--- config.mk ---
export PLATFORM = sky130hd
export DESIGN_NAME = midi_note_ctrl
export DESIGN_NICKNAME = d
export VERILOG_FILES = /design/src/rtl/midi_note_ctrl.sv
export SDC_FILE = /design/constraint.sdc
export NUM_CORES = 1
export LEC_CHECK = 0
export ABC_AREA = 1
export CORE_AREA = 2 2 66 68
export CTS_CLUSTER_SIZE = 8
export DETAILED_ROUTE_END_ITERATION = 7
export DIE_AREA = 0 0 68 70
export GPL_TIMING_DRIVEN = 0
export PLACE_DENSITY = 0.6
export SLEW_MARGIN = 40
export SYNTH_ARGS = -nofsm -noshare
export SYNTH_HDL_FRONTEND = slang
export SYNTH_SLANG_ARGS = --single-unit
--- constraint.sdc ---
create_clock -name clk_i -period 3.1 [get_ports clk_i]
set_input_delay 0.465 -clock clk_i [delete_from_list [all_inputs] [get_ports clk_i]]
set_output_delay 0.465 -clock clk_i [all_outputs]
set_load 0.1 [all_outputs]
--- src/rtl/midi_note_ctrl.sv ---
// Monophonic MIDI channel-voice decoder driving an oscillator's note/enable/phase-reset controls.
// Running status is honoured; realtime bytes pass through without disturbing a partial message.
module midi_note_ctrl #(
    parameter logic [3:0] CHANNEL = 4'd0
) (
    input  logic       clk_i,
    input  logic       nrst_i,
    input  logic [7:0] data_i,
    input  logic       valid_i,
    output logic       ready_o,
    output logic [7:0] note_o,
    output logic [6:0] velocity_o,
    output logic       enable_o,
    output logic       nrstPhase_o
);

    typedef enum logic [1:0] {
        ST_IDLE = 2'd0,
        ST_D1   = 2'd1,
        ST_D2   = 2'd2
    } state_e;

    // Handshake: a byte is consumed on the rising clk_i edge where valid_i && ready_o.
    state_e     state_q, state_d;
    logic [7:0] status_q, status_d;
    logic [6:0] key_q, key_d;
    logic [6:0] note_q, note_d;
    logic [6:0] vel_q, vel_d;
    logic       enable_q, enable_d;
    logic       nrst_phase_q, nrst_phase_d;
    logic       ready_q;

    logic       accept;
    logic [3:0] msg_type;
    logic       own_channel;

    assign accept      = valid_i && ready_q;
    assign msg_type    = status_q[7:4];
    assign own_channel = (status_q[3:0] == CHANNEL);

    always_comb begin
        state_d      = state_q;
        status_d     = status_q;
        key_d        = key_q;
        note_d       = note_q;
        vel_d        = vel_q;
        enable_d     = enable_q;
        nrst_phase_d = 1'b1;

        if (accept) begin
            if (data_i[7]) begin
                if (data_i < 8'hF0) begin
                    status_d = data_i;
                    state_d  = ST_D1;
                end else if (data_i < 8'hF8) begin
                    status_d = 8'h00;
                    state_d  = ST_IDLE;
                end
                // 0xF8-0xFF realtime: deliberately no effect
            end else begin
                case (state_q)
                    ST_D1: begin
                        if (msg_type == 4'hC || msg_type == 4'hD) begin
                            state_d = ST_D1;
                        end else begin
                            key_d   = data_i[6:0];
                            state_d = ST_D2;
                        end
                    end
                    ST_D2: begin
                        state_d = ST_D1;
                        if (own_channel) begin
                            if (msg_type == 4'h9 && data_i[6:0] != 7'd0) begin
                                note_d       = key_q;
                                vel_d        = data_i[6:0];
                                enable_d     = 1'b1;
                                nrst_phase_d = 1'b0;
                            end else if (msg_type == 4'h8 || msg_type == 4'h9) begin
                                if (enable_q && key_q == note_q) begin
                                    enable_d = 1'b0;
                                end
                            end else if (msg_type == 4'hB && key_q == 7'd123) begin
                                enable_d = 1'b0;
                            end
                        end
                    end
                    default: state_d = ST_IDLE;
                endcase
            end
        end
    end

    always_ff @(posedge clk_i) begin
        if (!nrst_i) begin
            state_q      <= ST_IDLE;
            status_q     <= 8'h00;
            key_q        <= 7'd0;
            note_q       <= 7'd0;
            vel_q        <= 7'd0;
            enable_q     <= 1'b0;
            nrst_phase_q <= 1'b1;
            ready_q      <= 1'b0;
        end else begin
            state_q      <= state_d;
            status_q     <= status_d;
            key_q        <= key_d;
            note_q       <= note_d;
            vel_q        <= vel_d;
            enable_q     <= enable_d;
            nrst_phase_q <= nrst_phase_d;
            ready_q      <= 1'b1;
        end
    end

    assign ready_o     = ready_q;
    assign note_o      = {1'b0, note_q};
    assign velocity_o  = vel_q;
    assign enable_o    = enable_q;
    assign nrstPhase_o = nrst_phase_q;

endmodule

==> run summary <==
Synthesis and PnR results.

- The net total in the final layout is 271.
- The total of clock buffers placed in the layout is 6.
- The post-layout total power reads 1.03 mW.
- Of the total power, registers draw 0.434.
- The dominant synthesized flop cell is sky130_fd_sc_hd__dfxtp_1.
- For the combinational group, total power comes out at 74.6 uW.
- The dominant cell type by count on the critical path reads sky130_fd_sc_hd__nand2_1.
- For reference, the critical path cell chain is clkdlybuf4s50_1 > nand2_1 > nor2_2 > nand2_1 > nand2_2 > nor2_4 > clkinv_2 > nand2_1 > a21oi_1.
- The iteration-0 DRC count of the detailed router is 112.
- The total of cells resized after clock tree synthesis reads 0.
- Summing over every cut layer, the via total after detailed routing is 1,484.
- The share of synthesized area in the top cell type comes to 0.437.
- The total number of clock tree sinks is 34.
- The number of well taps is 52.
- The flow ran to the end, and the final reports show no timing, DRC or antenna violations.
- Averaged over all synthesized cells, the footprint is 6.95 um^2.
- The required time at the worst-slack endpoint reads approximately 3300 ps.
- The final RePlAce weighted congestion reads 0.859.
- The achievable frequency is 577 MHz.
- TritonRoute output was used to compute an average wire per cell of around 12 um.
- According to the cell report, flip-flops and latches in the layout number 34.
- The number of multi-input logic gates is 154.
- The max-slew violation count reads 0.
- The beginning of the critical path reads data_i[4].
- The capturing element type of the critical path reads a flop.
- The number of different library cells in the post-synthesis netlist reads 23.
- Entering global routing, the biggest net connects 12 pins.
- Setup repair after global routing left no endpoint under its margin.
- The fraction of the mapped netlist area in compound gates is 0.154.
- The reported leakage power reads 0.828 nW.
- In this run, synthesis produced a sequential element count of 34.
- The number of H-tree levels reads 2.
- Per the OpenROAD floorplan log, the area of the die is 0.00476 mm^2.
- The number of max-capacitance violations reported is 0.
- The number of antenna violations at the first check in global routing was 0.
- The cell count listed in synth_stat.txt is 224.
- The most common logic cells in the final layout are sky130_fd_sc_hd__nand2_1 (48), sky130_fd_sc_hd__dfxtp_1 (34), sky130_fd_sc_hd__inv_1 (28).
- The worst setup path is launched from an input port.
- Buffers placed on the I/O ports in this run total 27.
state kept, by name, indices dropped and copies added, names as in the netlist:
register     cells
nrstPhase_o      1
enable_o         1
status_q         8
state_q          2
note_q           7
ready_o          1
velocity_o       7
key_q            7
worst max path at each step:
stage and endpoint:
3_3_place_gp status_q[3], 6_report status_q[4], 3_5_place_dp status_q[5], 4_1_cts status_q[5], 2_1_floorplan velocity_o[4], 5_1_grt status_q[5]
metrics by stage:
stage	cells	worst slack [ps]	util	cell area, um^2
floorplan	224	1150	-	1560
global placement	303	1050	0.457	1890
detailed placement	303	1070	0.436	1810
CTS	311	1360	0.470	1950
global route	311	1240	0.470	1950
finish	311	1370	0.470	1950
worst max-delay path: cells and delay by family:
family          cells  cell delay (ps)
compound gates      1               60
buf+inv             2              710
simple gates        6              660
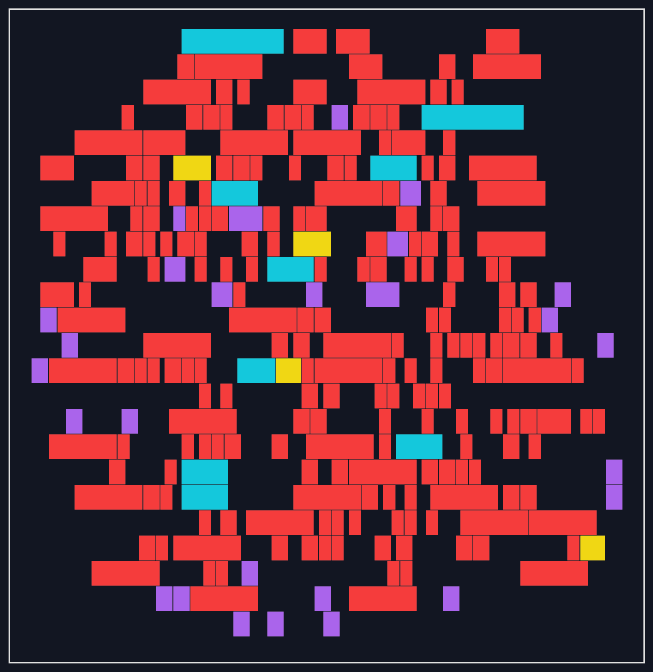
Figure 1: drive-strength map.
color	size	cells	share
yellow	drive 3 to 4	4	1.5%
cyan	drive 6 and up	9	3.5%
purple	drive 2	27	10%
red	drive 1 or less	219	85%
number of buffers outside the clock class in the layout: 33
layout overhead on the synthesized area: 25.2%
post-route cell area: 0.00195 mm^2
Final Worst Setup Slack: 1370 ps

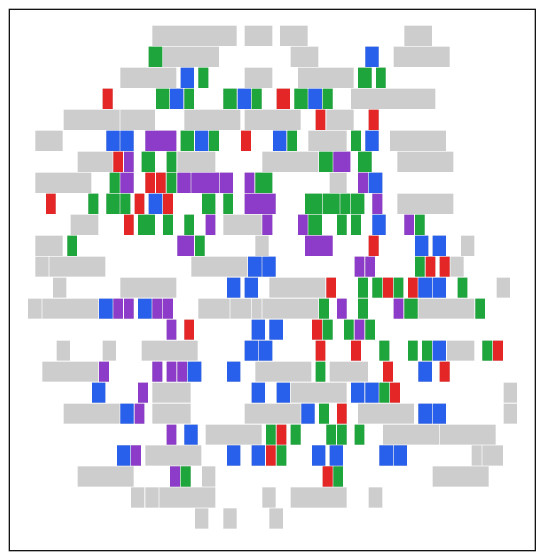
Figure 2: logic cells by family.
color	family	cells
red	inverters	30
blue	inverting AOI/OAI gates	48
green	NAND gates	66
purple	NOR gates	36
combinational fraction of the cell area: 0.370
post-layout instance count excluding filler cells: 311
most common cell after layout, fill and taps aside: sky130_fd_sc_hd__nand2_1

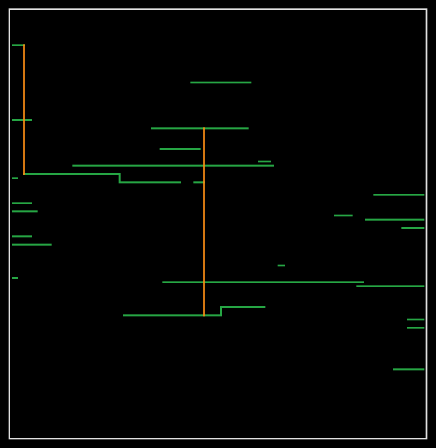
Figure 3: routed metal, one color a layer.
Two of the layers only.
color	layer	wire length
orange	met4	51.7 um
green	met3	219 um
Total GRT Usage: 0.177
post-detailed-routing wire length: 3870 um

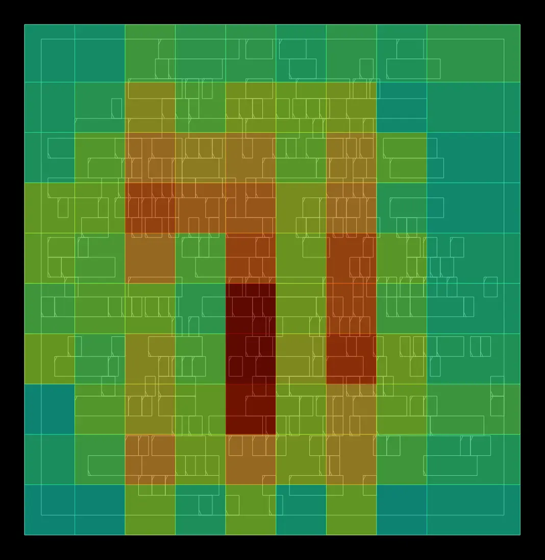
Figure 4: routing congestion.
most used routing layer: met2
final cell utilization of the core: 0.470
met2 Usage GRT: 0.265
global-route met1 utilization: 0.246

Power figures rest on the tool's default switching activity, not on a simulated workload.
